**Zoomed window**

Scale bar: 20 um. Region (8, 16) to (58, 66) um. Cells in grey, sequential cells in the stronger grey; small squares are vias.
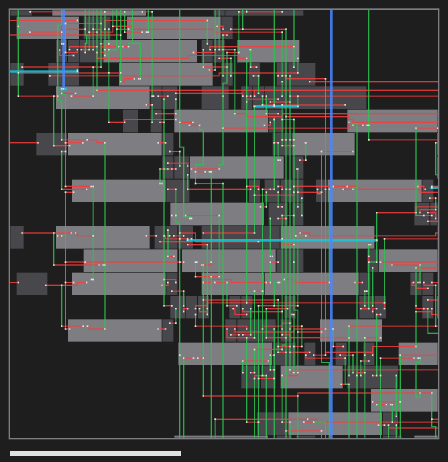
**Placement by cell class**

Fill, decap, tap and diode cells in grey.
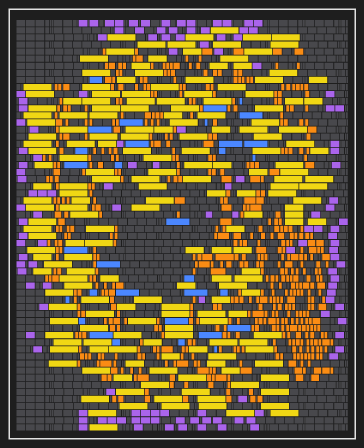
**Placement view**

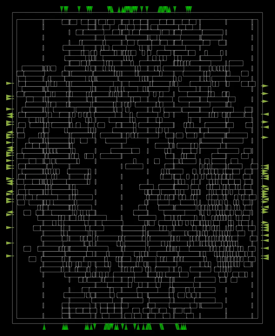
**Sequential cells coloured by netlist name**

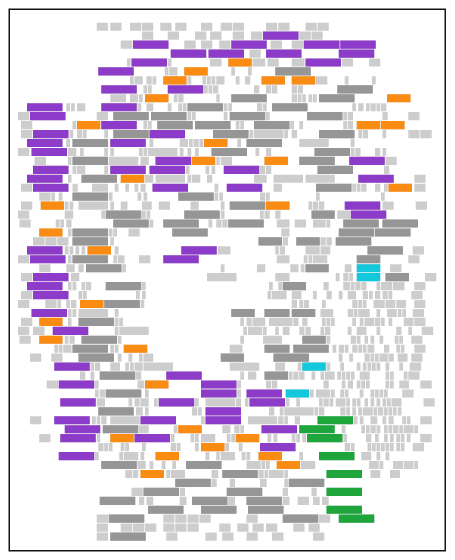
**Wiring heat map**

Scale bar: 50 um. The die is cut into 26 by 33 equal tiles; black is low, pale yellow is high, scaled to the fullest tile. Values are wire area over tile area, all layers added.
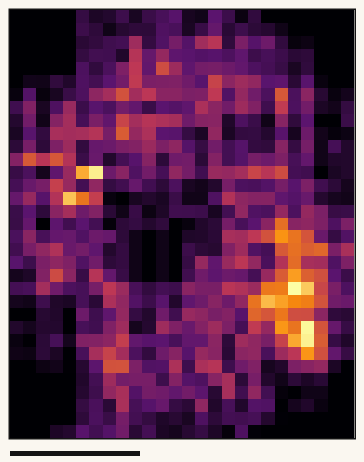
File: src/rtl/wb_port_arbiter_pkg.sv
// Shared definitions for the writeback port arbiter slice.
// Contents:
//   DEF_DATA_W / DEF_ADDR_W : default value and register-index widths
//   REG_PC                  : register index that must never be written back
//   wb_entry_t              : one buffered writeback {dest, value}
package wb_arb_pkg;

  localparam int DEF_DATA_W = 32;
  localparam int DEF_ADDR_W = 4;

  localparam logic [3:0] REG_PC = 4'd15;

  typedef struct packed {
    logic [DEF_ADDR_W-1:0] dest;
    logic [DEF_DATA_W-1:0] value;
  } wb_entry_t;

endpackage

File: src/rtl/wb_port_arbiter_if.sv
// Bundle of every bus-level signal around the writeback arbiter.
//   a_* / b_*    : producer request channels (valid/ready/dest/value)
//   WB_*         : register file write port
//   q_src*/q_hit*: decode-stage pending-write query
//   err_dest     : pulse when a write to the PC register was dropped
// Modports: master = producers/decode/register file side, slave = arbiter.
interface wb_port_arbiter_if #(
  parameter int DATA_W = wb_arb_pkg::DEF_DATA_W,
  parameter int ADDR_W = wb_arb_pkg::DEF_ADDR_W
);

  logic              a_valid;
  logic              a_ready;
  logic [ADDR_W-1:0] a_dest;
  logic [DATA_W-1:0] a_value;

  logic              b_valid;
  logic              b_ready;
  logic [ADDR_W-1:0] b_dest;
  logic [DATA_W-1:0] b_value;

  logic              WB_EN;
  logic [ADDR_W-1:0] WB_Dest;
  logic [DATA_W-1:0] WB_Value;

  logic [ADDR_W-1:0] q_src1;
  logic [ADDR_W-1:0] q_src2;
  logic              q_hit1;
  logic              q_hit2;

  logic              err_dest;

  modport master (
    output a_valid, a_dest, a_value,
    output b_valid, b_dest, b_value,
    output q_src1, q_src2,
    input  a_ready, b_ready,
    input  WB_EN, WB_Dest, WB_Value,
    input  q_hit1, q_hit2, err_dest
  );

  modport slave (
    input  a_valid, a_dest, a_value,
    input  b_valid, b_dest, b_value,
    input  q_src1, q_src2,
    output a_ready, b_ready,
    output WB_EN, WB_Dest, WB_Value,
    output q_hit1, q_hit2, err_dest
  );

endinterface

File: src/rtl/wb_port_arbiter_fifo.sv
// Small circular FIFO holding pending writebacks for one producer.
// Ports:
//   clk, rst              : clock, synchronous active-high reset (pointers only)
//   push, push_dest/value : enqueue; caller guarantees !full
//   pop                   : dequeue head; caller guarantees !empty
//   head_dest/value       : oldest entry
//   full, empty           : occupancy flags from the registered count
//   ent_vld, ent_dest     : per-slot occupancy and destination, for the query
module wb_fifo
  import wb_arb_pkg::*;
#(
  parameter int DATA_W = DEF_DATA_W,
  parameter int ADDR_W = DEF_ADDR_W,
  parameter int DEPTH  = 2
) (
  input  logic                     clk,
  input  logic                     rst,
  input  logic                     push,
  input  logic [ADDR_W-1:0]        push_dest,
  input  logic [DATA_W-1:0]        push_value,
  input  logic                     pop,
  output logic [ADDR_W-1:0]        head_dest,
  output logic [DATA_W-1:0]        head_value,
  output logic                     full,
  output logic                     empty,
  output logic [DEPTH-1:0]         ent_vld,
  output logic [DEPTH*ADDR_W-1:0]  ent_dest
);

  localparam int PW = $clog2(DEPTH);

  logic [ADDR_W-1:0] dest_mem  [DEPTH];
  logic [DATA_W-1:0] value_mem [DEPTH];
  logic [PW-1:0]     rd_ptr;
  logic [PW-1:0]     wr_ptr;
  logic [PW:0]       count;
  logic [PW-1:0]     off;

  always_ff @(posedge clk) begin
    if (rst) begin
      rd_ptr <= '0;
      wr_ptr <= '0;
      count  <= '0;
    end else begin
      if (push) wr_ptr <= wr_ptr + 1'b1;
      if (pop)  rd_ptr <= rd_ptr + 1'b1;
      count <= count + (PW+1)'(push) - (PW+1)'(pop);
    end
  end

  // Storage carries no reset; occupancy is tracked by the pointers alone.
  always_ff @(posedge clk) begin
    if (push) begin
      dest_mem[wr_ptr]  <= push_dest;
      value_mem[wr_ptr] <= push_value;
    end
  end

  assign head_dest  = dest_mem[rd_ptr];
  assign head_value = value_mem[rd_ptr];
  assign full       = (count == (PW+1)'(DEPTH));
  assign empty      = (count == '0);

  // A slot is live when its distance from the read pointer (mod DEPTH)
  // is below the occupancy count; DEPTH is a power of two so the
  // subtraction wraps naturally.
  always_comb begin
    off      = '0;
    ent_vld  = '0;
    ent_dest = '0;
    for (int i = 0; i < DEPTH; i++) begin
      off                         = PW'(i) - rd_ptr;
      ent_vld[i]                  = ({1'b0, off} < count);
      ent_dest[i*ADDR_W +: ADDR_W] = dest_mem[i];
    end
  end

endmodule

File: src/rtl/wb_port_arbiter.sv
// Arbitrates two writeback producers onto the register file's single
// write port. Source B (loads) has fixed priority; source A (ALU) is
// forced through after STARVE_LIMIT consecutive B grants while waiting.
// Writes to the PC register are dropped at enqueue and flagged.
// Ports:
//   clk, rst : clock, synchronous active-high reset
//   bus      : wb_port_arbiter_if.slave (producer channels, WB port,
//              pending-write query, err_dest)
module wb_port_arbiter
  import wb_arb_pkg::*;
#(
  parameter int DATA_W       = DEF_DATA_W,
  parameter int ADDR_W       = DEF_ADDR_W,
  parameter int DEPTH        = 2,
  parameter int STARVE_LIMIT = 3
) (
  input  logic              clk,
  input  logic              rst,
  wb_port_arbiter_if.slave  bus
);

  localparam int SW = $clog2(STARVE_LIMIT + 1);
  localparam logic [ADDR_W-1:0] PC_IDX = ADDR_W'(REG_PC);

  logic                    a_full, a_empty, b_full, b_empty;
  logic [ADDR_W-1:0]       a_head_dest, b_head_dest;
  logic [DATA_W-1:0]       a_head_value, b_head_value;
  logic [DEPTH-1:0]        a_ent_vld, b_ent_vld;
  logic [DEPTH*ADDR_W-1:0] a_ent_dest, b_ent_dest;

  logic a_hs, b_hs, a_push, b_push;
  logic grant_a, grant_b;
  logic drop_pc;
  logic [SW-1:0] starve_cnt;

  logic              wb_en_p1;
  logic [ADDR_W-1:0] wb_dest_p1;
  logic [DATA_W-1:0] wb_value_p1;
  logic              err_p1;

  logic hit1, hit2;

  assign bus.a_ready = !a_full && !rst;
  assign bus.b_ready = !b_full && !rst;

  assign a_hs    = bus.a_valid && bus.a_ready;
  assign b_hs    = bus.b_valid && bus.b_ready;
  assign a_push  = a_hs && (bus.a_dest != PC_IDX);
  assign b_push  = b_hs && (bus.b_dest != PC_IDX);
  assign drop_pc = (a_hs && (bus.a_dest == PC_IDX)) ||
                   (b_hs && (bus.b_dest == PC_IDX));

  // B wins unless A is waiting and has already been passed over
  // STARVE_LIMIT times in a row.
  assign grant_b = !b_empty && (a_empty || (starve_cnt < SW'(STARVE_LIMIT)));
  assign grant_a = !grant_b && !a_empty;

  wb_fifo #(.DATA_W(DATA_W), .ADDR_W(ADDR_W), .DEPTH(DEPTH)) u_fifo_a (
    .clk        (clk),
    .rst        (rst),
    .push       (a_push),
    .push_dest  (bus.a_dest),
    .push_value (bus.a_value),
    .pop        (grant_a),
    .head_dest  (a_head_dest),
    .head_value (a_head_value),
    .full       (a_full),
    .empty      (a_empty),
    .ent_vld    (a_ent_vld),
    .ent_dest   (a_ent_dest)
  );

  wb_fifo #(.DATA_W(DATA_W), .ADDR_W(ADDR_W), .DEPTH(DEPTH)) u_fifo_b (
    .clk        (clk),
    .rst        (rst),
    .push       (b_push),
    .push_dest  (bus.b_dest),
    .push_value (bus.b_value),
    .pop        (grant_b),
    .head_dest  (b_head_dest),
    .head_value (b_head_value),
    .full       (b_full),
    .empty      (b_empty),
    .ent_vld    (b_ent_vld),
    .ent_dest   (b_ent_dest)
  );

  always_ff @(posedge clk) begin
    if (rst) begin
      starve_cnt <= '0;
    end else if (grant_a || a_empty) begin
      starve_cnt <= '0;
    end else if (grant_b && (starve_cnt < SW'(STARVE_LIMIT))) begin
      starve_cnt <= starve_cnt + 1'b1;
    end
  end

  // Output stage p1: registered write port, held steady for a full cycle.
  always_ff @(posedge clk) begin
    if (rst) begin
      wb_en_p1    <= 1'b0;
      wb_dest_p1  <= '0;
      wb_value_p1 <= '0;
      err_p1      <= 1'b0;
    end else begin
      wb_en_p1 <= grant_a || grant_b;
      err_p1   <= drop_pc;
      if (grant_b) begin
        wb_dest_p1  <= b_head_dest;
        wb_value_p1 <= b_head_value;
      end else if (grant_a) begin
        wb_dest_p1  <= a_head_dest;
        wb_value_p1 <= a_head_value;
      end
    end
  end

  assign bus.WB_EN    = wb_en_p1;
  assign bus.WB_Dest  = wb_dest_p1;
  assign bus.WB_Value = wb_value_p1;
  assign bus.err_dest = err_p1;

  // Pending-write query over both FIFOs and the live output stage.
  always_comb begin
    hit1 = 1'b0;
    hit2 = 1'b0;
    for (int i = 0; i < DEPTH; i++) begin
      if (a_ent_vld[i] && (a_ent_dest[i*ADDR_W +: ADDR_W] == bus.q_src1)) hit1 = 1'b1;
      if (b_ent_vld[i] && (b_ent_dest[i*ADDR_W +: ADDR_W] == bus.q_src1)) hit1 = 1'b1;
      if (a_ent_vld[i] && (a_ent_dest[i*ADDR_W +: ADDR_W] == bus.q_src2)) hit2 = 1'b1;
      if (b_ent_vld[i] && (b_ent_dest[i*ADDR_W +: ADDR_W] == bus.q_src2)) hit2 = 1'b1;
    end
    if (wb_en_p1 && (wb_dest_p1 == bus.q_src1)) hit1 = 1'b1;
    if (wb_en_p1 && (wb_dest_p1 == bus.q_src2)) hit2 = 1'b1;
    if (bus.q_src1 == PC_IDX) hit1 = 1'b0;
    if (bus.q_src2 == PC_IDX) hit2 = 1'b0;
  end

  assign bus.q_hit1 = hit1;
  assign bus.q_hit2 = hit2;

endmodule

File: src/flat_wrapper.sv
// flat-port wrapper written by rule: the top's interface ports become plain ports
module wb_port_arbiter_flat import wb_arb_pkg::*;
#(
  parameter int DATA_W       = DEF_DATA_W,
  parameter int ADDR_W       = DEF_ADDR_W,
  parameter int DEPTH        = 2,
  parameter int STARVE_LIMIT = 3
)
  (clk, rst, bus_a_valid, bus_a_dest, bus_a_value, bus_b_valid, bus_b_dest, bus_b_value, bus_q_src1, bus_q_src2, bus_a_ready, bus_b_ready, bus_WB_EN, bus_WB_Dest, bus_WB_Value, bus_q_hit1, bus_q_hit2, bus_err_dest);
  wb_port_arbiter_if #(.DATA_W(DATA_W), .ADDR_W(ADDR_W)) bus_i ();
  input  logic clk;
  input  logic rst;
  input wire logic [$bits(bus_i.a_valid)-1:0] bus_a_valid;
  input wire logic [$bits(bus_i.a_dest)-1:0] bus_a_dest;
  input wire logic [$bits(bus_i.a_value)-1:0] bus_a_value;
  input wire logic [$bits(bus_i.b_valid)-1:0] bus_b_valid;
  input wire logic [$bits(bus_i.b_dest)-1:0] bus_b_dest;
  input wire logic [$bits(bus_i.b_value)-1:0] bus_b_value;
  input wire logic [$bits(bus_i.q_src1)-1:0] bus_q_src1;
  input wire logic [$bits(bus_i.q_src2)-1:0] bus_q_src2;
  output wire logic [$bits(bus_i.a_ready)-1:0] bus_a_ready;
  output wire logic [$bits(bus_i.b_ready)-1:0] bus_b_ready;
  output wire logic [$bits(bus_i.WB_EN)-1:0] bus_WB_EN;
  output wire logic [$bits(bus_i.WB_Dest)-1:0] bus_WB_Dest;
  output wire logic [$bits(bus_i.WB_Value)-1:0] bus_WB_Value;
  output wire logic [$bits(bus_i.q_hit1)-1:0] bus_q_hit1;
  output wire logic [$bits(bus_i.q_hit2)-1:0] bus_q_hit2;
  output wire logic [$bits(bus_i.err_dest)-1:0] bus_err_dest;
  assign bus_i.a_valid = bus_a_valid;
  assign bus_i.a_dest = bus_a_dest;
  assign bus_i.a_value = bus_a_value;
  assign bus_i.b_valid = bus_b_valid;
  assign bus_i.b_dest = bus_b_dest;
  assign bus_i.b_value = bus_b_value;
  assign bus_i.q_src1 = bus_q_src1;
  assign bus_i.q_src2 = bus_q_src2;
  assign bus_a_ready = bus_i.a_ready;
  assign bus_b_ready = bus_i.b_ready;
  assign bus_WB_EN = bus_i.WB_EN;
  assign bus_WB_Dest = bus_i.WB_Dest;
  assign bus_WB_Value = bus_i.WB_Value;
  assign bus_q_hit1 = bus_i.q_hit1;
  assign bus_q_hit2 = bus_i.q_hit2;
  assign bus_err_dest = bus_i.err_dest;
  wb_port_arbiter #(.DATA_W(DATA_W), .ADDR_W(ADDR_W), .DEPTH(DEPTH), .STARVE_LIMIT(STARVE_LIMIT)) u_core (.clk(clk), .rst(rst), .bus(bus_i));
endmodule
File: config.mk
export PLATFORM = sky130hd
export DESIGN_NAME = wb_port_arbiter_flat
export DESIGN_NICKNAME = d
export VERILOG_FILES = /design/src/rtl/wb_port_arbiter_pkg.sv /design/src/rtl/wb_port_arbiter_if.sv /design/src/rtl/wb_port_arbiter_fifo.sv /design/src/rtl/wb_port_arbiter.sv /design/src/flat_wrapper.sv
export SDC_FILE = /design/constraint.sdc
export NUM_CORES = 1
export LEC_CHECK = 0
export ABC_AREA = 1
export CORE_ASPECT_RATIO = 1.25
export CORE_MARGIN = 2
export CORE_UTILIZATION = 40
export DETAILED_ROUTE_END_ITERATION = 12
export GPL_ROUTABILITY_DRIVEN = 0
export PLACE_DENSITY = 0.65
export RECOVER_POWER = 50
export SLEW_MARGIN = 20
export SYNTH_ARGS = -nofsm -noshare
export SYNTH_HDL_FRONTEND = slang
export SYNTH_SLANG_ARGS = --single-unit
File: constraint.sdc
create_clock -name clk -period 8.9 [get_ports clk]
set_clock_uncertainty 0.2 [all_clocks]
set_input_delay 1.78 -clock clk [delete_from_list [all_inputs] [get_ports clk]]
set_output_delay 1.78 -clock clk [all_outputs]
set_load 0.01 [all_outputs]
==> PnR_summary.wiki <==
== Metrics ==
{| class="wikitable"
! Metric !! Value
|-
| Number of H-tree branching levels || 4
|-
| Max capacitance violation total || 1
|-
| Yosys stat cell total || 785
|-
| Port buffer count || about 130
|-
| Synthesized netlist net count || 874
|-
| Leakage power of the design || just over 4 nW
|-
| Setup slack after layout || 3250 ps
|-
| Highest-utilization routing layer at the global route stage || met2
|-
| Main logic family after synthesis || simple AND/OR/NAND/NOR gates
|-
| Sum of negative setup slack || 0 ps
|-
| Area share of xor/xnor cells in the synthesized design || 0.0235
|-
| Area share of buffers outside the clock network || 0.127
|-
| Comb/total area || 0.232
|-
| Violations in the final reports || max-capacitance violations, max-slew violations
|-
| Number of cells on the critical path || 10
|-
| Startpoint type of the worst setup path || input pin
|-
| Cell Area, Synth || 8210 um2
|-
| Final number of max-transition violations || 43
|-
| Max-slew headroom at the worst pin || -0.0636
|-
| Top cell type's share of synthesized area || 0.527
|-
| Distinct cell type count after synthesis || 38
|-
| Number of failing setup endpoints in the final timing report || 0
|-
| Reg2Reg Depth || 10
|-
| Met1 global-route usage || 0.211
|-
| Outcome || finished with violations
|-
| Power per Cell Area || 284 nW/um2
|-
| Layout cell share with drive strength beyond 1 || 0.0800
|-
| Non-clock buffer total of the final layout || roughly 130
|-
| Final HPWL from detailed placement || 12,600 um
|-
| Commonest cells after routing, fill and taps aside || 219 x nand2_1, 144 x edfxtp_1, 84 x inv_1
|-
| Non-clk invs || 88
|}
Notes on 'zoomed window' above:
legend:
  red:
    layer: M1
  green:
    layer: M2
  blue:
    layer: M4
  cyan:
    layer: M3
sequential cells in the window: 28
cells with their middle in the window: 101
netlist names of flops here include: u_core.u_fifo_b.value_mem (11), u_core.u_fifo_a.value_mem (10), u_core.bus.WB_Value (7)
most frequent: nand2_1 (29), edfxtp_1 (21), inv_1 (13)

Notes on 'placement by cell class' above:
legend:
  blue:
    class: clock drivers and dummy loads
    cells: 32
  orange:
    class: remaining logic cells
    cells: 556
  yellow:
    class: registers
    cells: 194
  purple:
    class: remaining buffers and delay cells
    cells: 131

Notes on 'placement view' above:
flip-flops: 194
final standard cell utilization of the core: 0.508
# fillers: 1,787
share of cell area taken by flip-flops and latches: 0.522
core region area: 20,100 um2

Notes on 'sequential cells coloured by netlist name' above:
legend:
  orange:
    signal: u_core.bus.WB_Value
    sequential_cells: 32
    where: widely spread
  green:
    signal: u_core.u_fifo_a.dest_mem
    sequential_cells: 8
    where: lower right
  purple:
    signal: u_core.u_fifo_b.value_mem
    sequential_cells: 64
    where: widely spread
  cyan:
    signal: u_core.bus.WB_Dest
    sequential_cells: 4
    where: middle right

Notes on 'wiring heat map' above:
tiles over half the peak: 7.7%
fullest tile: 0.60
nearly empty tiles: 14%
Global Route Usage Sum: 0.180
post-DR wirelength/cell: 16.1 um
via count: 5,641
WL final: 19,100 um

-- sequential cells by signal, summed over array words and instances (netlist names), 2 cells and up, named ones only --
register                   flops
u_core.bus.WB_Value           32
u_core.u_fifo_a.dest_mem       8
u_core.u_fifo_b.value_mem     64
u_core.u_fifo_b.count          2
u_core.u_fifo_a.value_mem     64
u_core.bus.WB_Dest             4
u_core.u_fifo_b.dest_mem       8
u_core.u_fifo_a.count          2
u_core.starve_cnt              2
-- through the flow --
stage	hold WS [ps]	power, mW
3_5_place_dp	229	2.25
5_1_grt	249	3.09
2_1_floorplan	198	1.88
6_report	237	2.90
4_1_cts	238	2.95
3_3_place_gp	207	2.23
-- power breakdown --
group          switching [mW]  internal, mW
combinational           0.579         0.381
clock                   0.325         0.377
sequential              0.125          1.11
total                    1.03          1.87
Power is estimated from default activity; no workload was simulated.
